==> images/met1.png <==
Bar = 20 um.
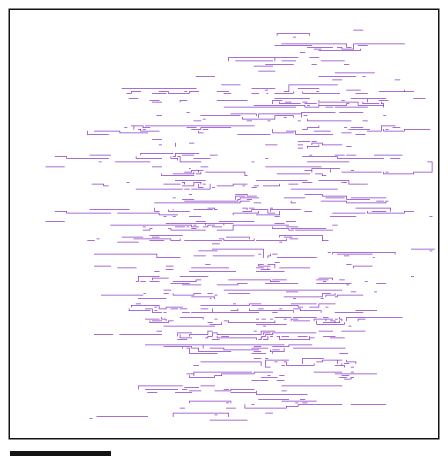
==> images/met2.png <==
Bar = 20 um.
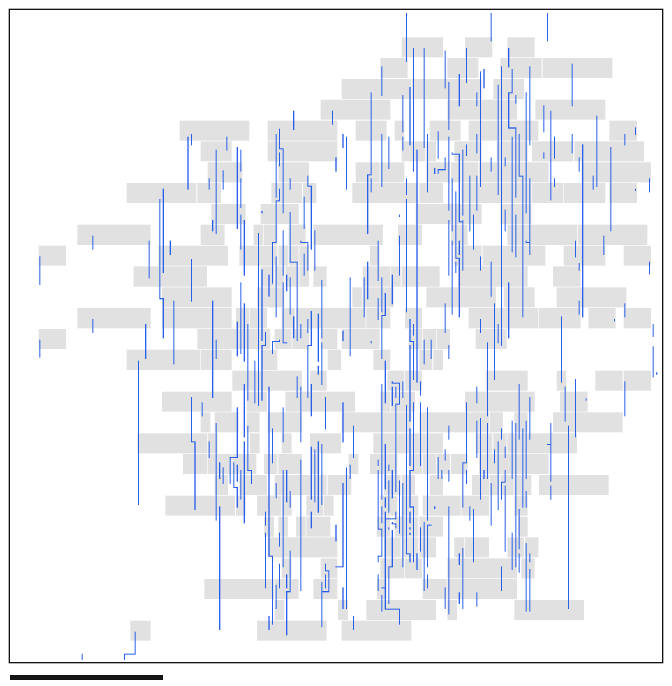
==> src/rtl/ps2_pkg.sv <==
// Shared PS/2 receive constants: FSM encoding, prefix codes, frame check.
package ps2_pkg;

  localparam logic [2:0] ST_IDLE   = 3'd0;
  localparam logic [2:0] ST_DATA   = 3'd1;
  localparam logic [2:0] ST_PARITY = 3'd2;
  localparam logic [2:0] ST_STOP   = 3'd3;
  localparam logic [2:0] ST_CHECK  = 3'd4;

  localparam logic [7:0] BREAK_CODE = 8'hF0;
  localparam logic [7:0] EXT_CODE   = 8'hE0;

  // Odd parity over data+parity and a high stop bit make a good frame.
  function automatic logic frame_ok(input logic [7:0] d, input logic p, input logic s);
    return (^{d, p}) & s;
  endfunction

endpackage

==> src/rtl/ps2_rx_frame_ctrl_if.sv <==
// PS/2 pin inputs and decoded scancode outputs of the receive controller.
interface ps2_rx_frame_ctrl_if;
  logic       PS2_CLK_Pin_In;
  logic       PS2_DAT_Pin_In;
  logic [7:0] Rx_Data;
  logic       Rx_Done_Sig;
  logic       Break_Sig;
  logic       Ext_Sig;
  logic       Err_Sig;

  modport master (
    output PS2_CLK_Pin_In, PS2_DAT_Pin_In,
    input  Rx_Data, Rx_Done_Sig, Break_Sig, Ext_Sig, Err_Sig
  );

  modport slave (
    input  PS2_CLK_Pin_In, PS2_DAT_Pin_In,
    output Rx_Data, Rx_Done_Sig, Break_Sig, Ext_Sig, Err_Sig
  );
endinterface

==> src/rtl/ps2_clk_fall_detect.sv <==
// Two-flop synchronizer plus one history flop; one pulse per falling edge.
module ps2_clk_fall_detect (
  input  logic CLK,
  input  logic RSTn,
  input  logic pin,
  output logic fall
);
  // sync[0..1] synchronize, sync[2] is the previous synced value.
  // Reset to all ones so an idle-high pin never looks like an edge.
  logic [2:0] sync;

  // Shift the pin through the synchronizer and history flop.
  always_ff @(posedge CLK or negedge RSTn) begin
    if (!RSTn) sync <= 3'b111;
    else       sync <= {sync[1:0], pin};
  end

  assign fall = sync[2] & ~sync[1];
endmodule

==> src/rtl/ps2_rx_frame_ctrl.sv <==
// PS/2 device-to-host frame receiver with break/extend prefix tracking.
module ps2_rx_frame_ctrl
  import ps2_pkg::*;
#(
  parameter int TIMEOUT_CYC = 100000
) (
  input logic                CLK,
  input logic                RSTn,
  ps2_rx_frame_ctrl_if.slave bus
);
  localparam int CW = $clog2(TIMEOUT_CYC + 1);

  logic          fall;
  logic [1:0]    dat_sync;
  logic          dat;
  logic [2:0]    state;
  logic [2:0]    bit_cnt;
  logic [7:0]    shreg;
  logic          par_bit;
  logic          stop_bit;
  logic [CW-1:0] to_cnt;
  logic          brk_p;
  logic          ext_p;
  logic          in_frame;
  logic          timeout;
  logic [7:0]    rx_data;
  logic          rx_done;
  logic          brk_o;
  logic          ext_o;
  logic          err_o;

  ps2_clk_fall_detect u_clk_fall (
    .CLK  (CLK),
    .RSTn (RSTn),
    .pin  (bus.PS2_CLK_Pin_In),
    .fall (fall)
  );

  // Plain two-flop synchronizer for the data pin.
  always_ff @(posedge CLK or negedge RSTn) begin
    if (!RSTn) dat_sync <= 2'b11;
    else       dat_sync <= {dat_sync[0], bus.PS2_DAT_Pin_In};
  end
  assign dat = dat_sync[1];

  // An edge always beats the idle limit in the same cycle.
  assign in_frame = (state == ST_DATA) || (state == ST_PARITY) || (state == ST_STOP);
  assign timeout  = in_frame && !fall && (to_cnt == CW'(TIMEOUT_CYC - 1));

  // Idle counter: runs only mid-frame between clock edges.
  always_ff @(posedge CLK or negedge RSTn) begin
    if (!RSTn)                    to_cnt <= '0;
    else if (fall || !in_frame)   to_cnt <= '0;
    else if (timeout)             to_cnt <= '0;
    else                          to_cnt <= to_cnt + 1'b1;
  end

  // Frame FSM, prefix flags and registered outputs.
  always_ff @(posedge CLK or negedge RSTn) begin
    if (!RSTn) begin
      state    <= ST_IDLE;
      bit_cnt  <= '0;
      shreg    <= '0;
      par_bit  <= 1'b0;
      stop_bit <= 1'b0;
      brk_p    <= 1'b0;
      ext_p    <= 1'b0;
      rx_data  <= '0;
      rx_done  <= 1'b0;
      brk_o    <= 1'b0;
      ext_o    <= 1'b0;
      err_o    <= 1'b0;
    end else begin
      rx_done <= 1'b0;
      err_o   <= 1'b0;
      case (state)
        ST_IDLE: if (fall && !dat) begin
          state   <= ST_DATA;
          bit_cnt <= '0;
        end
        ST_DATA: if (fall) begin
          shreg   <= {dat, shreg[7:1]};
          bit_cnt <= bit_cnt + 1'b1;
          if (bit_cnt == 3'd7) state <= ST_PARITY;
        end
        ST_PARITY: if (fall) begin
          par_bit <= dat;
          state   <= ST_STOP;
        end
        ST_STOP: if (fall) begin
          stop_bit <= dat;
          state    <= ST_CHECK;
        end
        ST_CHECK: begin
          state <= ST_IDLE;
          if (frame_ok(shreg, par_bit, stop_bit)) begin
            if (shreg == BREAK_CODE)    brk_p <= 1'b1;
            else if (shreg == EXT_CODE) ext_p <= 1'b1;
            else begin
              rx_data <= shreg;
              brk_o   <= brk_p;
              ext_o   <= ext_p;
              rx_done <= 1'b1;
              brk_p   <= 1'b0;
              ext_p   <= 1'b0;
            end
          end else begin
            err_o <= 1'b1;
            brk_p <= 1'b0;
            ext_p <= 1'b0;
          end
        end
        default: state <= ST_IDLE;
      endcase
      if (timeout) begin
        state <= ST_IDLE;
        err_o <= 1'b1;
        brk_p <= 1'b0;
        ext_p <= 1'b0;
      end
    end
  end

  assign bus.Rx_Data     = rx_data;
  assign bus.Rx_Done_Sig = rx_done;
  assign bus.Break_Sig   = brk_o;
  assign bus.Ext_Sig     = ext_o;
  assign bus.Err_Sig     = err_o;
endmodule

==> src/flat_wrapper.sv <==
// flat-port wrapper written by rule: the top's interface ports become plain ports
module ps2_rx_frame_ctrl_flat import ps2_pkg::*;
#(
  parameter int TIMEOUT_CYC = 100000
)
  (CLK, RSTn, bus_PS2_CLK_Pin_In, bus_PS2_DAT_Pin_In, bus_Rx_Data, bus_Rx_Done_Sig, bus_Break_Sig, bus_Ext_Sig, bus_Err_Sig);
  ps2_rx_frame_ctrl_if bus_i ();
  input logic CLK;
  input logic RSTn;
  input wire logic [$bits(bus_i.PS2_CLK_Pin_In)-1:0] bus_PS2_CLK_Pin_In;
  input wire logic [$bits(bus_i.PS2_DAT_Pin_In)-1:0] bus_PS2_DAT_Pin_In;
  output wire logic [$bits(bus_i.Rx_Data)-1:0] bus_Rx_Data;
  output wire logic [$bits(bus_i.Rx_Done_Sig)-1:0] bus_Rx_Done_Sig;
  output wire logic [$bits(bus_i.Break_Sig)-1:0] bus_Break_Sig;
  output wire logic [$bits(bus_i.Ext_Sig)-1:0] bus_Ext_Sig;
  output wire logic [$bits(bus_i.Err_Sig)-1:0] bus_Err_Sig;
  assign bus_i.PS2_CLK_Pin_In = bus_PS2_CLK_Pin_In;
  assign bus_i.PS2_DAT_Pin_In = bus_PS2_DAT_Pin_In;
  assign bus_Rx_Data = bus_i.Rx_Data;
  assign bus_Rx_Done_Sig = bus_i.Rx_Done_Sig;
  assign bus_Break_Sig = bus_i.Break_Sig;
  assign bus_Ext_Sig = bus_i.Ext_Sig;
  assign bus_Err_Sig = bus_i.Err_Sig;
  ps2_rx_frame_ctrl #(.TIMEOUT_CYC(TIMEOUT_CYC)) u_core (.CLK(CLK), .RSTn(RSTn), .bus(bus_i));
endmodule
==> config.mk <==
export PLATFORM = sky130hd
export DESIGN_NAME = ps2_rx_frame_ctrl_flat
export DESIGN_NICKNAME = d
export VERILOG_FILES = /design/src/rtl/ps2_pkg.sv /design/src/rtl/ps2_rx_frame_ctrl_if.sv /design/src/rtl/ps2_clk_fall_detect.sv /design/src/rtl/ps2_rx_frame_ctrl.sv /design/src/flat_wrapper.sv
export SDC_FILE = /design/constraint.sdc
export NUM_CORES = 1
export LEC_CHECK = 0
export CAP_MARGIN = 25
export CORE_UTILIZATION = 35
export CTS_CLUSTER_SIZE = 30
export DETAILED_ROUTE_END_ITERATION = 6
export GPL_ROUTABILITY_DRIVEN = 0
export GPL_TIMING_DRIVEN = 0
export PLACE_DENSITY = 0.63
export SLEW_MARGIN = 25
export SYNTH_ARGS = -nofsm -noshare
export SYNTH_HDL_FRONTEND = slang
export SYNTH_SLANG_ARGS = --single-unit
==> constraint.sdc <==
create_clock -name CLK -period 3.89 [get_ports CLK]
set_input_delay 0.778 -clock CLK [delete_from_list [all_inputs] [get_ports CLK]]
set_output_delay 0.778 -clock CLK [all_outputs]
set_load 0.05 [all_outputs]
==> commit_impl_results.txt <==
Update PnR metrics after Yosys + OpenROAD run

- Run status: finished, final reports clean
* Dominant kind of cell: flip-flops and latches
- Per the post-synthesis report, the nets total roughly 210.
* Post-DR vias/cell: between 5 and 6
- The routed design uses around 1.9 mm of met2 wire.
- For this run the aggregate overflow at the end of global routing stands at 0.
- Per STA, the endpoint of the critical path is bus_Rx_Data[3].
- DRT antenna net count: 0
- Crit path largest cell delay: around 0.80 ns
* Startpoint types: flip-flop
- The power report puts the leakage power at between 1 and 1.5 nW.
- The die is 85.11 um wide.
- Area share of the largest cell type after synthesis: 0.4865
- Total power for the finished layout comes to roughly 1.5 mW.
- According to the floorplan report, the die height is about 85 um.
- Internal portion of total power: 1.018 mW
* Multi-input combinational cell area: a little over 1000 um^2
* Share of cell area taken by flip-flops and latches: 0.4741
- Setup crit start: u_core.bus.Rx_Data[3]
- The portion of synthesized area spent on multiplexers is 0.1046.
- Setup repair after global routing left no endpoint under its margin.
- Via total after detailed routing: 1573
* Max layer used: met4
- Parity-gate share of the synthesized area counting xor and xnor cells: 0.07350
* Wire length on met3: approximately 120 um
* I/O Buffers: 15
* Relative area change from synthesis to final layout: 14.08%
- Largest cells by area after synthesis: sky130_fd_sc_hd__dfrtp_1 49%, sky130_fd_sc_hd__dfstp_2 5.4%, sky130_fd_sc_hd__mux2_2 5.1%
- The floorplan step records an initial core utilization of 0.3722.
* Late-Pin Clk Latency: between 0.3 and 0.4 ns
- Instance tally after logic synthesis: 204
* Fraction of area in multi-input gates: 0.3770
- The worst hold path passes through 0 cells.
* Maximum vdd drop: roughly 0.23 mV
- Combinational group power: about 0.47 mW
* Placement Setup Slack: 1.782 ns
- Of all the cell area in the finished design, the clock network holds 0.03494.
* Power drawn by the clock network: ~0.33 mW
* Part of the power in registers: 0.480
- The final timing report gives a worst setup slack of about 1.6 ns.
- Looking at the clock tree report, the H-tree level count equals 2.
- Max-cap check violation count: 0
- Worst r2r src: u_core.to_cnt[0]
* Worst Setup End Kind: output port
- The final report lists the setup-violating endpoint count as 0.
* Critical path buffer and inverter count: 1
- The sequential power reported by the tool is 0.734 mW.
- Most used routing layer in global routing: met2
- Worst Path Required: 3.11 ns
- For flop-to-flop paths, the worst setup slack is ~1.8 ns.
- Final hold analysis gives a worst-case slack of roughly 0.36 ns.
* Pre-antenna DRT Iters: 4
* Clk network pwr share: 0.213
- The script extracted a net switching power of between 0.5 and 0.6 mW.
- For this run, design rule violations remaining after detail routing come to 0.
- Broken down by cell family, the worst path's largest delay share belongs to buffers and inverters.
- Total detailed-routing wirelength: roughly 4.2 mm
- Area fraction in compound gates: 0.05694
* Registers: 52
- Fraction of power spent switching nets: 0.3331
- Fraction of power consumed by combinational cells: 0.306
- Summed over all nets, the half-perimeter wirelength after detailed placement is 2.895 mm.
* Count of plain and timing-repair buffers in the layout: 23
- The worst-case max-slew headroom was logged as 0.5789.
* M1 wire length: between 2 and 2.5 mm
- Met1 layer usage reported by global route: 0.1778
* Well Taps: ~77
- Mapped cell area: 2417 um^2
* CTS tree: built
- The first global-routing pass estimated roughly 7.6 mm of wire.
* Clock transition time at the flip-flop clock pins of the worst setup and hold paths: approximately 0.1 ns
- The final antenna diode tally reported by the flow is 0.
* Logic depth of the worst path, buffers included: 1
- Post-layout period usage of the worst path: 0.5794
- Wire length per cell: between 10 and 15 um
- TritonCTS Buffers: 5
- In this run, the synthesized area fraction spent on and/or/nand/nor cells is recorded as 0.1796.
- # hold bufs at CTS: 0
- Placeable Area: approximately 6500 um^2
- Clock net sink count: between 50 and 60
- Antenna violations before repair: 0
- Utilization after layout: 0.4246
- For the final database, setup skew stands at between 0.005 and 0.006 ns.
- The finished design was reported to have a net count of about 230.
- Routing resource usage on met2 recorded by global route was 0.2060.
- Counting the inverters off the clock network in the layout gives 7.
- Yosys stat counts just over 200 cells in the synthesized netlist.
* Power per cell area: between 500 and 600 nW/um^2
- According to the I/O placement log, the pin count is 16.
- Data-path buffer share of cell area in the final layout: 0.06942
- Root Buffer Master: sky130_fd_sc_hd__clkbuf_8
* Leading area contributor after synthesis: sky130_fd_sc_hd__dfrtp_1
- GR met3 Demand/Resource: 0.03113
- Maximum frequency from static timing analysis: between 0.4 and 0.5 GHz
* Top power consumer group: registers
* Final number of max-transition violations: 0
- Final Instance Count excl. Fillers: roughly 300
- Summing all flip-flop and latch instances after layout gives around 1300 um^2.
- Fraction of final layout cells sized beyond drive strength 1: 0.1894
* Crit path cell chain: clkdlybuf4s50_1
- Synthesis instantiated 45 different standard cells from the library.
- Clk buf depth: 2
* Endpoint of the worst hold-timing path: u_core.dat_sync[1]
- Count of endpoints failing hold in the final timing report: 0
* Placed cell areas: around 2700 um^2
* Total global routing track utilization: 0.1324
About met1.png:
longest straight run: 27.6 um
share of all routed wire: 50%
main direction: horizontal
nets with wire on the layer: 205
wire length on this layer: 2100 um

About met2.png:
share of all routed wire: 45%
wire length on this layer: 1860 um

-- cells in the mapped netlist --
library cell,count
sky130_fd_sc_hd__mux2i_1,1
sky130_fd_sc_hd__nand2b_1,1
sky130_fd_sc_hd__xnor3_1,1
sky130_fd_sc_hd__or4_4,1
sky130_fd_sc_hd__nor3_1,6
sky130_fd_sc_hd__a41oi_1,1
sky130_fd_sc_hd__a21oi_1,9
sky130_fd_sc_hd__and4b_1,1
sky130_fd_sc_hd__dfrtp_1,47
sky130_fd_sc_hd__or2_2,1
sky130_fd_sc_hd__or3_1,4
sky130_fd_sc_hd__nand4b_1,1
sky130_fd_sc_hd__a31oi_1,2
sky130_fd_sc_hd__nor4b_1,1
sky130_fd_sc_hd__xnor3_2,1
sky130_fd_sc_hd__nand3_1,4
sky130_fd_sc_hd__nor3b_1,1
sky130_fd_sc_hd__clkbuf_1,2
sky130_fd_sc_hd__nand3_2,1
sky130_fd_sc_hd__o311a_1,1
sky130_fd_sc_hd__nor4_1,4
sky130_fd_sc_hd__ha_1,3
sky130_fd_sc_hd__mux2_2,11
sky130_fd_sc_hd__mux2_4,7
sky130_fd_sc_hd__buf_2,4
sky130_fd_sc_hd__a32o_1,1
sky130_fd_sc_hd__clkbuf_2,1
sky130_fd_sc_hd__nand4bb_1,2
sky130_fd_sc_hd__nor2b_1,1
sky130_fd_sc_hd__nor2_1,17
sky130_fd_sc_hd__nor4bb_1,3
sky130_fd_sc_hd__and4_1,2
sky130_fd_sc_hd__dfstp_2,5
sky130_fd_sc_hd__xor2_1,7
sky130_fd_sc_hd__xnor2_1,8
sky130_fd_sc_hd__a32oi_1,1
sky130_fd_sc_hd__and2_1,1
sky130_fd_sc_hd__a22o_1,2
sky130_fd_sc_hd__inv_1,7
sky130_fd_sc_hd__o21ai_0,5
sky130_fd_sc_hd__mux2i_2,1
sky130_fd_sc_hd__and3_1,6
sky130_fd_sc_hd__buf_6,1
sky130_fd_sc_hd__nand4_1,7
sky130_fd_sc_hd__nand2_1,10
-- cell usage in the layout (no fill, tap or decap), drive strengths merged, types with 2 or more instances in the layout --
| cell type | instances |
|---|---|
| a21oi | 9 |
| a22o | 2 |
| a31oi | 2 |
| and3 | 6 |
| and4 | 2 |
| buf | 6 |
| clkbuf | 9 |
| clkdlybuf4s50 | 14 |
| dfrtp | 47 |
| dfstp | 5 |
| ha | 3 |
| inv | 8 |
| mux2 | 18 |
| mux2i | 2 |
| nand2 | 10 |
| nand3 | 5 |
| nand4 | 7 |
| nand4bb | 2 |
| nor2 | 17 |
| nor3 | 6 |
| nor4 | 4 |
| nor4bb | 3 |
| o21ai | 5 |
| or3 | 4 |
| xnor2 | 8 |
| xnor3 | 2 |
| xor2 | 7 |
-- flip-flops by register name, summed over array words and instances (netlist names) --
register / cells
u_core.to_cnt: 17
u_core.u_clk_fall.sync: 3
u_core.bit_cnt: 3
u_core.state: 3
u_core.dat_sync: 2
u_core.stop_bit: 1
u_core.shreg: 8
u_core.bus.Break_Sig: 1
u_core.brk_p: 1
u_core.bus.Rx_Data: 8
u_core.par_bit: 1
u_core.bus.Ext_Sig: 1
u_core.ext_p: 1
u_core.bus.Rx_Done_Sig: 1
u_core.bus.Err_Sig: 1
No activity file was given, so power comes from the tool's default toggle rates.
